**Routing congestion**

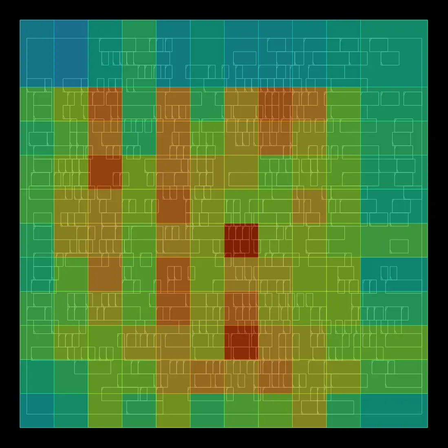
**Cells by drive strength**

(6 px per micron)
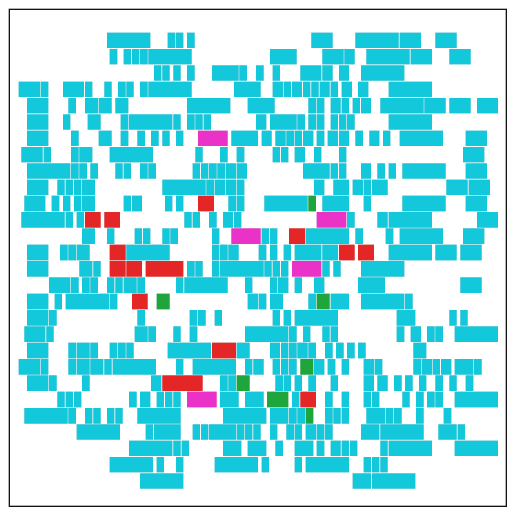
**Gate families picked out**

(6 px per micron)
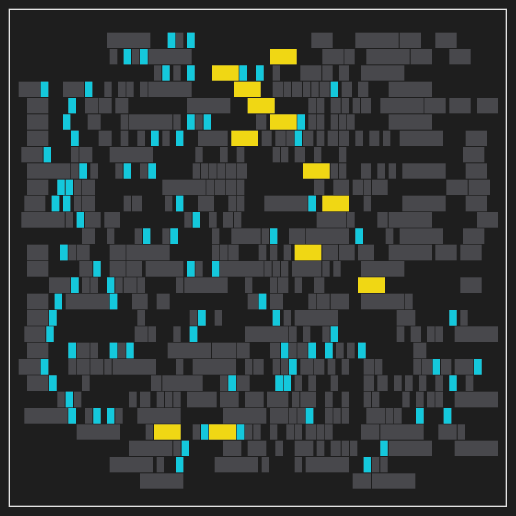
File: config.mk
export PLATFORM = sky130hd
export DESIGN_NAME = sevenseg_scanner
export DESIGN_NICKNAME = d
export VERILOG_FILES = /design/src/rtl/seg_pkg.sv /design/src/rtl/hex_to_seg.sv /design/src/rtl/sevenseg_scanner.sv
export SDC_FILE = /design/constraint.sdc
export NUM_CORES = 1
export LEC_CHECK = 0
export ABC_AREA = 1
export CORE_UTILIZATION = 42
export DETAILED_ROUTE_END_ITERATION = 16
export MAX_ROUTING_LAYER = met4
export SLEW_MARGIN = 20
export SYNTH_ARGS = -nofsm -noshare
export SYNTH_HDL_FRONTEND = slang
export SYNTH_SLANG_ARGS = --single-unit
File: constraint.sdc
create_clock -name clk -period 2.1 [get_ports clk]
set_input_delay 0.42 -clock clk [delete_from_list [all_inputs] [get_ports clk]]
set_output_delay 0.42 -clock clk [all_outputs]
set_load 0.01 [all_outputs]
File: src/rtl/seg_pkg.sv
// Shared definitions for the seven-segment scanner: scan states and the
// active-low hex glyph table, bit order {g,f,e,d,c,b,a}.
package seg_pkg;

   typedef enum logic {
      ST_BLANK,
      ST_SHOW
   } scan_state_e;

   localparam logic [3:0] AN_OFF  = 4'hF;
   localparam logic [6:0] SEG_OFF = 7'h7F;

   // Index 0 holds the glyph for hex 0, index 15 the glyph for hex F.
   localparam logic [6:0] SEG_TABLE [16] = '{
      7'h40, 7'h79, 7'h24, 7'h30,
      7'h19, 7'h12, 7'h02, 7'h78,
      7'h00, 7'h10, 7'h08, 7'h03,
      7'h46, 7'h21, 7'h06, 7'h0E
   };

endpackage

File: src/rtl/hex_to_seg.sv
// Combinational hex nibble to active-low seven-segment glyph lookup.
module hex_to_seg
   import seg_pkg::*;
(
   input  logic [3:0] hex_i,
   output logic [6:0] seg_o
);

   assign seg_o = SEG_TABLE[hex_i];

endmodule

File: src/rtl/sevenseg_scanner.sv
// Four-digit multiplexed seven-segment driver: each digit is preceded by an
// all-off gap, and the whole frame shows one snapshot of the input value.
module sevenseg_scanner
   import seg_pkg::*;
#(
   parameter int REFRESH_CYCLES = 100_000,
   parameter int BLANK_CYCLES   = 1_000
) (
   input  logic        clk,
   input  logic        reset,
   input  logic [15:0] value,
   input  logic [3:0]  dp_in,
   input  logic [3:0]  blank,
   output logic [3:0]  an,
   output logic [6:0]  seg,
   output logic        dp,
   output logic        frame_tick
);

   localparam int MAX_CYCLES = (REFRESH_CYCLES > BLANK_CYCLES) ? REFRESH_CYCLES : BLANK_CYCLES;
   localparam int CNT_W      = $clog2(MAX_CYCLES + 1);

   scan_state_e      state_q, state_d;
   logic [1:0]       idx_q, idx_d;
   logic [CNT_W-1:0] cnt_q, cnt_d;
   logic [15:0]      snap_q, snap_d;
   logic [3:0]       an_q, an_d;
   logic [6:0]       seg_q, seg_d;
   logic             dp_q, dp_d;
   logic             tick_q, tick_d;

   logic [3:0]       curNibble;
   logic [6:0]       curPattern;
   logic             lastCycle;
   logic             digitOn;

   assign curNibble = snap_q[{idx_q, 2'b00} +: 4];

   hex_to_seg u_hex_to_seg (
      .hex_i (curNibble),
      .seg_o (curPattern)
   );

   // Snapshot is taken only at the very start of a frame so all four digits agree.
   always_comb begin
      state_d   = state_q;
      idx_d     = idx_q;
      cnt_d     = cnt_q + 1'b1;
      snap_d    = snap_q;
      tick_d    = 1'b0;
      lastCycle = (state_q == ST_BLANK) ? (cnt_q == CNT_W'(BLANK_CYCLES - 1))
                                        : (cnt_q == CNT_W'(REFRESH_CYCLES - 1));
      if (state_q == ST_BLANK && cnt_q == '0 && idx_q == 2'd0) begin
         snap_d = value;
      end
      if (lastCycle) begin
         cnt_d = '0;
         if (state_q == ST_BLANK) begin
            state_d = ST_SHOW;
         end else begin
            state_d = ST_BLANK;
            idx_d   = idx_q + 2'd1;
            tick_d  = (idx_q == 2'd3);
         end
      end
   end

   always_comb begin
      an_d    = AN_OFF;
      seg_d   = SEG_OFF;
      dp_d    = 1'b1;
      digitOn = (state_q == ST_SHOW) && !blank[idx_q];
      if (digitOn) begin
         an_d  = ~(4'b0001 << idx_q);
         seg_d = curPattern;
         dp_d  = ~dp_in[idx_q];
      end
   end

   // Outputs are derived from the current state only, so at most one anode is ever low.
   always_ff @(posedge clk) begin
      if (reset) begin
         state_q <= ST_BLANK;
         idx_q   <= 2'd0;
         cnt_q   <= '0;
         snap_q  <= 16'h0000;
         an_q    <= AN_OFF;
         seg_q   <= SEG_OFF;
         dp_q    <= 1'b1;
         tick_q  <= 1'b0;
      end else begin
         state_q <= state_d;
         idx_q   <= idx_d;
         cnt_q   <= cnt_d;
         snap_q  <= snap_d;
         an_q    <= an_d;
         seg_q   <= seg_d;
         dp_q    <= dp_d;
         tick_q  <= tick_d;
      end
   end

   assign an         = an_q;
   assign seg        = seg_q;
   assign dp         = dp_q;
   assign frame_tick = tick_q;

endmodule
==> run notes <==
The global routing report lists met3 layer usage as 2.31%. The data arrival at the endpoint of the critical path was 1940 ps. The synthesized design contains 0 enable-type register cells. Looking at the critical path, the single cell with the biggest stage delay is sky130_fd_sc_hd__dfxtp_1.

The weighted congestion reported at the end of routability-driven placement is 0.855, and the CTS clock-pin slew for the worst setup and hold paths is 90 ps. Per the layout area report, the combinational gate area comes to 0.00138 sq mm. OpenROAD emitted warnings numbering 35. The run gives 2201 as the via count of the first global-routing pass.

CTS saw 49 sinks. Of the available clock period, the critical path in the final layout requires 83.5%. According to the floorplan report, the die height is 82.6 microns.

For the Yosys warning count, the log shows 0. The run gives 0.00682 sq mm for the area enclosed by the die boundary. The run gives 300 ps as the insertion delay to the later sink of the worst-skew pair. The setup path with the least slack is of type reg2reg. Endpoints failing hold in the final report were tallied at 0. With the max-capacitance violation count at 0, the async set-reset flop share out of synthesis is 0%. The script extracted a total leakage power of 1.59 nW. After Yosys synthesis, full adders, half adders and majority gates account for 5.50% of the synthesized area. The die is 82.6 microns wide. With the post-CTS setup repair buffer count at 0, the tally of buffers added on design ports is 38. Of the total power, combinational logic draws 17.7%. Of the total power, the share spent switching nets is 28.3%. The largest fanout on the critical path works out to 16. In the Yosys stats the netlist draws on 25 distinct library cells.

The worst hold path depth was 1; the minimum period implied by the final worst setup slack was 1750 ps. The largest single stage delay on the critical path is 430 ps. For this block, the via count after detailed routing is 2446. Core occupancy in the finished layout: 54.0%.

After synthesis, the largest area contributor takes up 36.0% of total cell area. Via density per instance: 4.55. Per the detail_route report, DRC violations left total 0. Derived from the worst setup path, the maximum achievable clock frequency is 0.571 GHz. Per the layout area report, the register area comes to 981 sq um. The layout cell share with drive strength beyond 1 was 5.63%; the actual transition at the worst max-transition pin was 540 ps.

In this run the most critical hold path is launched from cnt_q[0]. For the sequential group, total power comes out at 0.000996 W. The max-slew violation total from the final report came out at 0. The total number of placement rows came out at 28. The run gives 4.17% for the area fraction in xor and xnor cells. The count of antenna diodes in the layout was 0; the number of H-tree levels was 2.

And-or/or-and share of the synthesized area: 2.20%. Once layout is done, the placed cells without fillers occupy 0.00329 sq mm. The run gives 0 for the number of hold buffers added after CTS. Of all power groups, the one with the highest power is sequential cells.

Summing the areas of all and, or, nand and nor instances in the mapped netlist gives 38.7% of the synthesized area. The flip-flop and latch count after synthesis was 49. The flow ran to the end, and the final reports show no timing, DRC or antenna violations. Timing analysis after detailed placement gives a worst setup slack of 357 ps. The tools report the pin count of the biggest net entering global routing as 18.

The startpoint of the worst-slack reg-to-reg timing path is cnt_q[0]. In this run, placement finished with an instance count of 529. The endpoint of the worst hold path is reported as cnt_q[0].

In this run the power density over the cells is 571 mW/mm^2. The startpoint class of the critical path is a flip-flop. The tools report the end of the worst register-to-register path as cnt_q[3].

The final layout report lists a filler cell count of 638. The number of cells in the yosys synthesis report came out at 418. The portion of netlist area occupied by mux cells is 0%. STA puts the critical path data required time at 2290 ps. The tightest slew margin relative to the limit is 63.7%. The main area contributors are sky130_fd_sc_hd__dfxtp_1 36%, sky130_fd_sc_hd__nand2_1 16%, sky130_fd_sc_hd__inv_1 11%.

Setup repair after global routing left no endpoint under its margin. Hold is met by 515 ps. The analysis attributes to net switching a power of 0.000533 W.
## Picture notes: 'routing congestion'
global routing met1 resource utilization: 26.6%
global-route usage over all layers: 19.4%
most heavily used metal layer in global routing: met2

## Picture notes: 'cells by drive strength'
| colour | size | cells | share | most used |
|---|---|---|---|---|
| cyan | x1 and smaller | 436 | 94% | nand2_1 |
| red | x3 and x4 | 14 | 3.0% | buf_4 |
| magenta | x6 and larger | 5 | 1.1% | clkbuf_8 |
| green | x2 | 7 | 1.5% | nor2_2 |

## Picture notes: 'gate families picked out'
| colour | family | cells | most used |
|---|---|---|---|
| cyan | inv cells | 81 | inv_1 |
| yellow | fa/ha/maj cells | 12 | ha_1 |

## cell usage in the layout (no fill, tap or decap), types with 5 or more instances in the layout
master	count
sky130_fd_sc_hd__a21oi_1	5
sky130_fd_sc_hd__clkdlybuf4s50_1	38
sky130_fd_sc_hd__buf_4	9
sky130_fd_sc_hd__inv_1	79
sky130_fd_sc_hd__nand4_1	19
sky130_fd_sc_hd__clkbuf_8	5
sky130_fd_sc_hd__nand2_1	117
sky130_fd_sc_hd__xor2_1	10
sky130_fd_sc_hd__ha_1	12
sky130_fd_sc_hd__nor2_1	59
sky130_fd_sc_hd__nand3_1	36
sky130_fd_sc_hd__dfxtp_1	49
## critical path, delay by kind of cell (launching register included)
kind	cells	cell delay [ps]
buffers and inverters	1	80
DFF	1	430
and+or+nand+nor	6	930
adders and majority gates	1	200
## layer usage
metal  share of wire, %  wire length (microns)  up-vias
li1                   -                      -     1357
met2                 41                   2350       57
met1                 54                   3100     1027
met4                1.5                     85        0
met5                  0                      0        -
met3                3.8                    216        5
## state kept, by name (all words and copies together) (netlist names)
name,flops
an,4
cnt_q,17
dp,1
frame_tick,1
idx_q,2
seg,7
snap_q,16
state_q,1
## worst max-delay path by stage
stage	to	slack, ps	cells after the start	from
floorplan	snap_q[10]	400	9	idx_q[0]
detailed placement	cnt_q[3]	360	8	cnt_q[0]
CTS	cnt_q[3]	350	8	cnt_q[0]
global route	seg[3]	170	11	idx_q[0]
global placement	seg[5]	390	11	idx_q[0]
finish	cnt_q[3]	350	8	cnt_q[0]
## area by class of cell
| cell class | count | share of cell area (%) |
|---|---|---|
| inverter | 81 | 9.23 |
| timing repair buffer | 47 | 13.6 |
| tap | 75 | 2.85 |
| clock inverter | 2 | 0.456 |
| clock buffer | 6 | 2.20 |
| multi-input combinational | 277 | 41.9 |
| sequential | 49 | 29.8 |
No activity file was given, so power comes from the tool's default toggle rates.
